==> run_1/placement.png <==
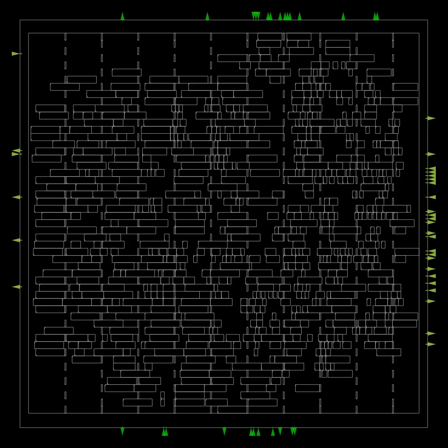
==> run_1/layer_met4.png <==
Bar = 50 µm.
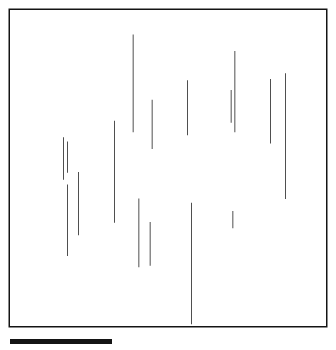
==> run_1/logic_types.png <==
Bar = 50 µm.
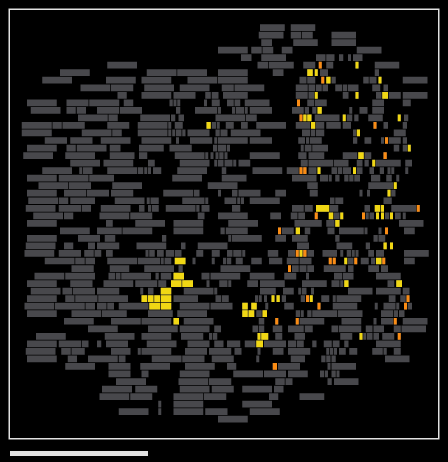
==> run_1/wires.png <==
Bar = 50 µm.
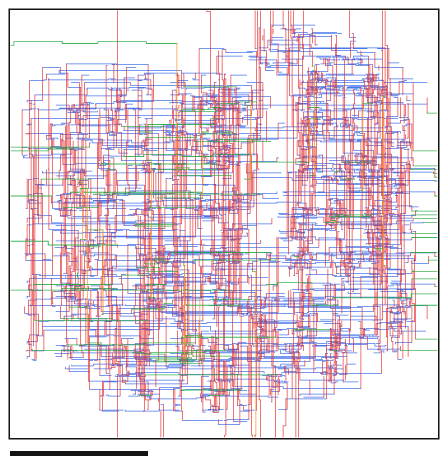
===== config.mk =====
export PLATFORM = sky130hd
export DESIGN_NAME = lmc_r4_core
export DESIGN_NICKNAME = d
export VERILOG_FILES = /design/src/rtl/lmc_pkg.sv /design/src/rtl/lmc_ram.sv /design/src/rtl/lmc_r4_core.sv
export SDC_FILE = /design/constraint.sdc
export NUM_CORES = 1
export LEC_CHECK = 0
export CAP_MARGIN = 10
export CELL_PAD_IN_SITES_DETAIL_PLACEMENT = 0
export CELL_PAD_IN_SITES_GLOBAL_PLACEMENT = 1
export CORE_MARGIN = 3
export CORE_UTILIZATION = 40
export CTS_CLUSTER_SIZE = 30
export DETAILED_ROUTE_END_ITERATION = 12
export DONT_BUFFER_PORTS = 1
export GPL_TIMING_DRIVEN = 0
export PLACE_DENSITY = 0.64
export SLEW_MARGIN = 40
export SYNTH_ARGS = -nofsm -noshare
export SYNTH_HDL_FRONTEND = slang
export SYNTH_SLANG_ARGS = --single-unit

===== constraint.sdc =====
create_clock -name timer555 -period 4.2 [get_ports timer555]
set_input_delay 0.63 -clock timer555 [delete_from_list [all_inputs] [get_ports timer555]]
set_output_delay 0.63 -clock timer555 [all_outputs]
set_load 0.02 [all_outputs]

===== src/rtl/lmc_pkg.sv =====
// Shared opcode encodings and FSM state type for the LMC R4 core.
package lmc_pkg;

    localparam int OP_W = 3;

    localparam logic [OP_W-1:0] OP_HLT = 3'b000;
    localparam logic [OP_W-1:0] OP_ADD = 3'b001;
    localparam logic [OP_W-1:0] OP_SUB = 3'b010;
    localparam logic [OP_W-1:0] OP_STA = 3'b011;
    localparam logic [OP_W-1:0] OP_LDA = 3'b100;
    localparam logic [OP_W-1:0] OP_BRA = 3'b101;
    localparam logic [OP_W-1:0] OP_BRZ = 3'b110;
    localparam logic [OP_W-1:0] OP_IO  = 3'b111;

    typedef enum logic [1:0] {
        HALT,
        FETCH,
        EXEC
    } state_t;

endpackage


===== src/rtl/lmc_ram.sv =====
// Program/data RAM: one synchronous write port, two combinational read ports.
module lmc_ram #(
    parameter int AW = 4,
    parameter int DW = 8
) (
    input  logic          clk,
    input  logic          we,
    input  logic [AW-1:0] waddr,
    input  logic [DW-1:0] wdata,
    input  logic [AW-1:0] raddr,
    output logic [DW-1:0] rdata,
    input  logic [AW-1:0] dbg_addr,
    output logic [DW-1:0] dbg_rdata
);

    localparam int DEPTH = 2 ** AW;

    logic [DW-1:0] mem [DEPTH];

    always_ff @(posedge clk) begin
        if (we) mem[waddr] <= wdata;
    end

    assign rdata     = mem[raddr];
    assign dbg_rdata = mem[dbg_addr];

endmodule


===== src/rtl/lmc_r4_core.sv =====
// Self-sequencing Little Man Computer core: manual front panel while
// halted, two-cycle fetch/execute of eight opcodes while running.
module lmc_r4_core
    import lmc_pkg::*;
#(
    parameter int ADDR_WIDTH = 4,
    parameter int DATA_WIDTH = 8
) (
    input  logic                  timer555,
    input  logic                  reset,
    input  logic                  run,
    input  logic                  prog_we,
    input  logic                  pc_load,
    input  logic [ADDR_WIDTH-1:0] prog_addr,
    input  logic [DATA_WIDTH-1:0] prog_data,
    input  logic [DATA_WIDTH-1:0] in_data,
    output logic [DATA_WIDTH-1:0] mem_rdata,
    output logic [DATA_WIDTH-1:0] acc,
    output logic [ADDR_WIDTH-1:0] pc,
    output logic [DATA_WIDTH-1:0] out_data,
    output logic                  out_valid,
    output logic                  carry,
    output logic                  halted
);

    if (DATA_WIDTH < OP_W + ADDR_WIDTH) begin : g_width_chk
        $error("lmc_r4_core: DATA_WIDTH too small for opcode plus address");
    end

    localparam logic [ADDR_WIDTH-1:0] PC_ONE = 1;

    state_t                  state, state_nxt;
    logic                    run_q;
    logic                    run_edge;
    logic [OP_W-1:0]         ir_op;
    logic [ADDR_WIDTH-1:0]   ir_addr;
    logic [ADDR_WIDTH-1:0]   rd_addr;
    logic [DATA_WIDTH-1:0]   rd_data;
    logic                    ram_we;
    logic [ADDR_WIDTH-1:0]   ram_waddr;
    logic [DATA_WIDTH-1:0]   ram_wdata;
    logic [DATA_WIDTH:0]     sum;
    logic [DATA_WIDTH:0]     diff;

    assign run_edge = run & ~run_q;
    assign halted   = (state == HALT);
    assign rd_addr  = (state == FETCH) ? pc : ir_addr;
    assign sum      = {1'b0, acc} + {1'b0, rd_data};
    assign diff     = {1'b0, acc} - {1'b0, rd_data};

    lmc_ram #(
        .AW(ADDR_WIDTH),
        .DW(DATA_WIDTH)
    ) u_ram (
        .clk      (timer555),
        .we       (ram_we & ~reset),
        .waddr    (ram_waddr),
        .wdata    (ram_wdata),
        .raddr    (rd_addr),
        .rdata    (rd_data),
        .dbg_addr (prog_addr),
        .dbg_rdata(mem_rdata)
    );

    always_ff @(posedge timer555 or posedge reset) begin
        if (reset) state <= HALT;
        else       state <= state_nxt;
    end

    always_comb begin
        state_nxt = state;
        unique case (state)
            HALT:    if (run_edge) state_nxt = FETCH;
            FETCH:   state_nxt = EXEC;
            EXEC:    state_nxt = (ir_op == OP_HLT) ? HALT : FETCH;
            default: state_nxt = HALT;
        endcase
    end

    // Front-panel writes only while halted; STA only in its execute cycle.
    always_comb begin
        ram_we    = 1'b0;
        ram_waddr = prog_addr;
        ram_wdata = prog_data;
        if (state == HALT && prog_we) begin
            ram_we = 1'b1;
        end else if (state == EXEC && ir_op == OP_STA) begin
            ram_we    = 1'b1;
            ram_waddr = ir_addr;
            ram_wdata = acc;
        end
    end

    always_ff @(posedge timer555 or posedge reset) begin
        if (reset) begin
            run_q     <= 1'b0;
            acc       <= '0;
            pc        <= '0;
            ir_op     <= '0;
            ir_addr   <= '0;
            out_data  <= '0;
            out_valid <= 1'b0;
            carry     <= 1'b0;
        end else begin
            run_q     <= run;
            out_valid <= 1'b0;
            unique case (state)
                HALT: begin
                    if (pc_load) pc <= prog_addr;
                end
                FETCH: begin
                    ir_op   <= rd_data[DATA_WIDTH-1 -: OP_W];
                    ir_addr <= rd_data[ADDR_WIDTH-1:0];
                    pc      <= pc + PC_ONE;
                end
                EXEC: begin
                    unique case (ir_op)
                        OP_HLT: ;
                        OP_ADD: {carry, acc} <= sum;
                        OP_SUB: {carry, acc} <= diff;
                        OP_STA: ;
                        OP_LDA: acc <= rd_data;
                        OP_BRA: pc <= ir_addr;
                        OP_BRZ: if (acc == '0) pc <= ir_addr;
                        OP_IO: begin
                            if (ir_addr[0]) begin
                                out_data  <= acc;
                                out_valid <= 1'b1;
                            end else begin
                                acc <= in_data;
                            end
                        end
                        default: ;
                    endcase
                end
                default: ;
            endcase
        end
    end

endmodule


==> run_results.csv, run 1 <==
group,metric,value,unit
finish,nonClkBufAreaFrac,4.50,%
pwr,p_switching,4.11,mW
pwr,top_power_group,"combinational cells",
timing,rsz0062_at_grt,"yes",
logic_synthesis,yosys_warnings,0,
critical_path,crit_path_cell_trace,"inv_2 > ha_4 > buf_6 > buf_4 > mux2_2 > clkbuf_4 > clkbuf_4 > a311oi_1 > nor3_1 > a21oi_1 > ha_1 > nor4_1 > a31oi_1 > o21ai_0 > a221oi_2 > o22ai_1",
finish,top_register,"u_ram.mem",
logic_synthesis,top_area_cell,"edfxtp_1",
status,violations,"setup timing",
critical_path,path_max_fanout,10,
drt,avgViaCountPerCell,6.12,
clocking,clkTransAtPathRegs,0.07,ns
job,warning_count,39,
drt,dr.pass1.iters,5,
finish,largest_register_ffs,128,
finish,combGateArea,4160,µm²
pwr,clkPwrFrac,18.3,%
clocking,cts_tree,"done",
logic_synthesis,synth.avg_cell_area,13.0,µm²
global_route,overflow,0,
finish,drive_gt1_share,28.6,%
placed_design,post-place-ws,-0.854,ns
global_route,grt_use_total,22.0,%
clocking,postCtsHoldBufs,0,
logic_synthesis,ys_top_cells_by_count,"edfxtp_1 (128), nand2_1 (72), mux4_2 (51)",
placed_design,place_inst,952,
logic_synthesis,top_area_share,43.5,%
status,status,"finished, violations left",
pwr,swShare,44.3,%
timing,fin_crit_sh,101,%
pwr,combPwrFrac,57.4,%
clocking,cts-root-buf,"clkbuf_16",
logic_synthesis,synthTopCellsByArea,"edfxtp_1 (44%), mux4_2 (13%), dfrtp_1 (9.1%)",
critical_path,r2r_cells,16,
clocking,cts_setup_buffers,23,
logic_synthesis,synth-xor-area-share,0.694,%
pwr,comb_power,5.33,mW
pwr,pg_seq,2.26,mW
placed_design,numPortBuffers,0,
finish,flop-count,160,
finish,sh_comb_area,40.1,%
critical_path,worst-path-stages,16,
logic_synthesis,ys_cells,677,
finish,final-clk-cell-share,6.24,%
timing,clock_skew,0.0199,ns
critical_path,cpPeakStageDelay,0.52,ns
finish,final_area,10400,µm²
critical_path,start_kind,"flip-flop",
critical_path,end_kind,"flip-flop",
placed_design,dp_hpwl,18300,µm
global_route,grt_pass1_wl,39100,µm
critical_path,reg2reg_from,"state[1]$_DFFE_PP0P_",
timing,relSlewSlack,26.3,%
global_route,grt_max_degree,33,
critical_path,crit_end,"acc[7]$_DFFE_PP0P_",
drt,wirelength_met1,11200,µm
die,fp.dieH,155,µm
clocking,cts_resized,35,
drt,wl_per_cell,25.9,µm
timing,holdWs,0.125,ns
die,fp_util,41.3,%
critical_path,worstPathRequired,4.54,ns
critical_path,startpoint,"state[1]$_DFFE_PP0P_",
timing,layout_setup_ws,-0.0223,ns
hold_path,hold_class,"in -> async",
timing,setup_violations,1,
logic_synthesis,synth_simple_gate_area_share,8.90,%
finish,lay_top_cells,"edfxtp_1 (128), nand2_1 (72), mux4_2 (51), dfrtp_1 (32), mux2i_1 (30)",
finish,synthToLayoutAreaGrowth,17.6,%
pwr,power,9.28,mW
critical_path,crit_buf_inv,5,
pwr,internal-power,5.17,mW
critical_path,slowest_stage,"a21oi_1",
finish,nets,774,
critical_path,cp_top_family,"AND-OR/OR-AND gates",
pwr,vdd_drop_max,330,µV
critical_path,reg2reg_slack,-0.02,ns
logic_synthesis,yosysSeqAreaShare,52.6,%
finish,nFillCells,1896,
global_route,top_usage_layer,"met2",
finish,final_cells,1014,
pwr,leakagePower,3.64,nW
Notes on placement.png above:
Layout Utilization: 48.6%
Rows: 53

Notes on layer_met4.png above:
The wires run mostly vertical. The layer carries 518 µm of wire.

Notes on logic_types.png above:
Key: NOR gates = yellow [cells 64, most used nor2_1]; inverters = orange [cells 30, most used inv_1]

Notes on wires.png above:
Key: metal 2 = red [wire length 12900 µm]; metal 3 = green [wire length 1720 µm]; metal 1 = blue [wire length 11200 µm]; metal 4 = orange [wire length 518 µm]

==> run_1/placement_by_type.png <==
Bar = 50 µm. Fill, decap, tap and diode cells in grey.
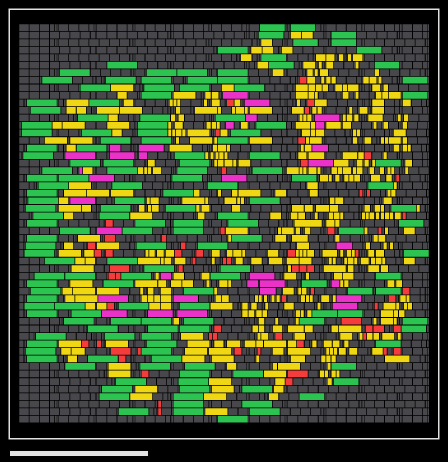

## Run 2: what changed since run 1
--- a/config.mk
+++ b/config.mk
@@ -12,9 +12,8 @@
 export CORE_UTILIZATION = 40
 export CTS_CLUSTER_SIZE = 30
 export DETAILED_ROUTE_END_ITERATION = 12
-export DONT_BUFFER_PORTS = 1
 export GPL_TIMING_DRIVEN = 0
-export PLACE_DENSITY = 0.64
+export PLACE_DENSITY = 0.68
 export SLEW_MARGIN = 40
 export SYNTH_ARGS = -nofsm -noshare
 export SYNTH_HDL_FRONTEND = slang
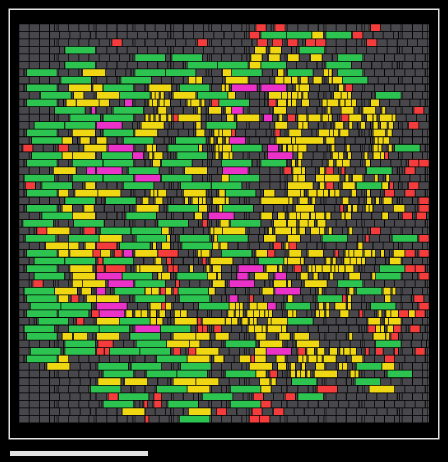
(run_2/placement_by_type.png)
Bar = 50 µm. Fill, decap, tap and diode cells in grey.
Key: clock drivers and dummy loads = magenta [cells 32, share of their area 5.7%]; other buffers and delay cells = red [cells 120, share of their area 9.5%]; combinational and other logic = yellow [cells 479, share of their area 40%]; flops = green [cells 160, share of their area 44%]

==> run 2 against run 1 <==
  * The run now ends clean
  * Final cell count rose by 5.1%
  * First-iteration DRC count fell by 35%
  * Critical path depth rose by 4
  * Sequential share of layout area fell by 1.8 points
  * Global-route usage fell by 0.051 points
  * Clock power fell by 7%
  * Synthesized cell count did not move
  * Sequential cell count did not move
  * Worst setup slack improved by 0.024 ns
  * Critical path type unchanged
  * Largest cell class unchanged
  * Highest routed layer unchanged
==> run_results.csv, run 2 <==
group,metric,value,unit
drt,dr.pass1.iters,5,
pwr,combPwrFrac,60.6,%
critical_path,r2r_cells,20,
global_route,top_usage_layer,"met2",
finish,final-clk-cell-share,5.48,%
pwr,internal-power,5.30,mW
logic_synthesis,ys_top_cells_by_count,"edfxtp_1 (128), nand2_1 (72), mux4_2 (51)",
finish,lay_top_cells,"edfxtp_1 (128), nand2_1 (72), clkdlybuf4s50_1 (53), mux4_2 (51), dfrtp_1 (32)",
critical_path,reg2reg_from,"state[1]$_DFFE_PP0P_",
pwr,leakagePower,3.80,nW
job,maxCapViolations,0,
die,num_io_pins,56,
finish,utilization,50.6,%
finish,sh_comb_area,38.1,%
global_route,grt_pass1_wl,39400,µm
logic_synthesis,synth-xor-area-share,0.694,%
finish,drive_gt1_share,26.4,%
critical_path,worst-path-stages,20,
finish,nonClkBufAreaFrac,9.19,%
pwr,powerClk,1.58,mW
finish,largest_register_ffs,128,
die,fp.dieH,155,µm
finish,nets,827,
pwr,top_power_group,"combinational cells",
critical_path,reg2reg_slack,0.002,ns
pwr,pg_seq,2.13,mW
critical_path,cp_top_family,"AND-OR/OR-AND gates",
drt,wirelength_met1,11000,µm
finish,final_cells,1066,
timing,setup_violations,0,
critical_path,worstPathRequired,4.56,ns
pwr,comb_power,5.70,mW
status,status,"completed",
timing,fin_crit_sh,99.9,%
placed_design,place_inst,1005,
pwr,vdd_drop_max,370,µV
clocking,cts_tree,"done",
pwr,p_switching,4.11,mW
critical_path,cpPeakStageDelay,0.50,ns
critical_path,end_kind,"flip-flop",
placed_design,dp_hpwl,18600,µm
timing,fin_crit,4.20,ns
logic_synthesis,yosysSeqAreaShare,52.6,%
drt,wl_per_cell,24.7,µm
finish,final_area,10800,µm²
finish,nFillCells,1879,
clocking,cts-root-buf,"clkbuf_16",
finish,flop-count,160,
placed_design,numPortBuffers,53,
logic_synthesis,top_area_share,43.5,%
pwr,power,9.41,mW
clocking,clkTransAtPathRegs,0.07,ns
timing,holdWs,0.513,ns
critical_path,path_max_fanout,7,
critical_path,start_kind,"flip-flop",
global_route,overflow,0,
logic_synthesis,synth_simple_gate_area_share,8.90,%
clocking,cts_resized,26,
finish,top_register,"u_ram.mem",
logic_synthesis,synth.avg_cell_area,13.0,µm²
logic_synthesis,yosys_warnings,0,
timing,relSlewSlack,44.4,%
hold_path,hold_class,"reg -> reg",
timing,clock_skew,0.0149,ns
critical_path,slowest_stage,"mux4_2",
drt,avgViaCountPerCell,5.98,
logic_synthesis,top_area_cell,"edfxtp_1",
placed_design,post-place-ws,-0.844,ns
clocking,numCtsBuffers,17,
placed_design,placed_area,9760,µm²
critical_path,crit_buf_inv,4,
finish,synthToLayoutAreaGrowth,22.4,%
global_route,grt_use_total,22.0,%
timing,rsz0062_at_grt,"yes",
logic_synthesis,ys_cells,677,
die,row_count,53,
pwr,swShare,43.7,%
die,fp_util,41.3,%
critical_path,crit_end,"acc[6]$_DFFE_PP0P_",
Power and IR drop assume default switching activity.
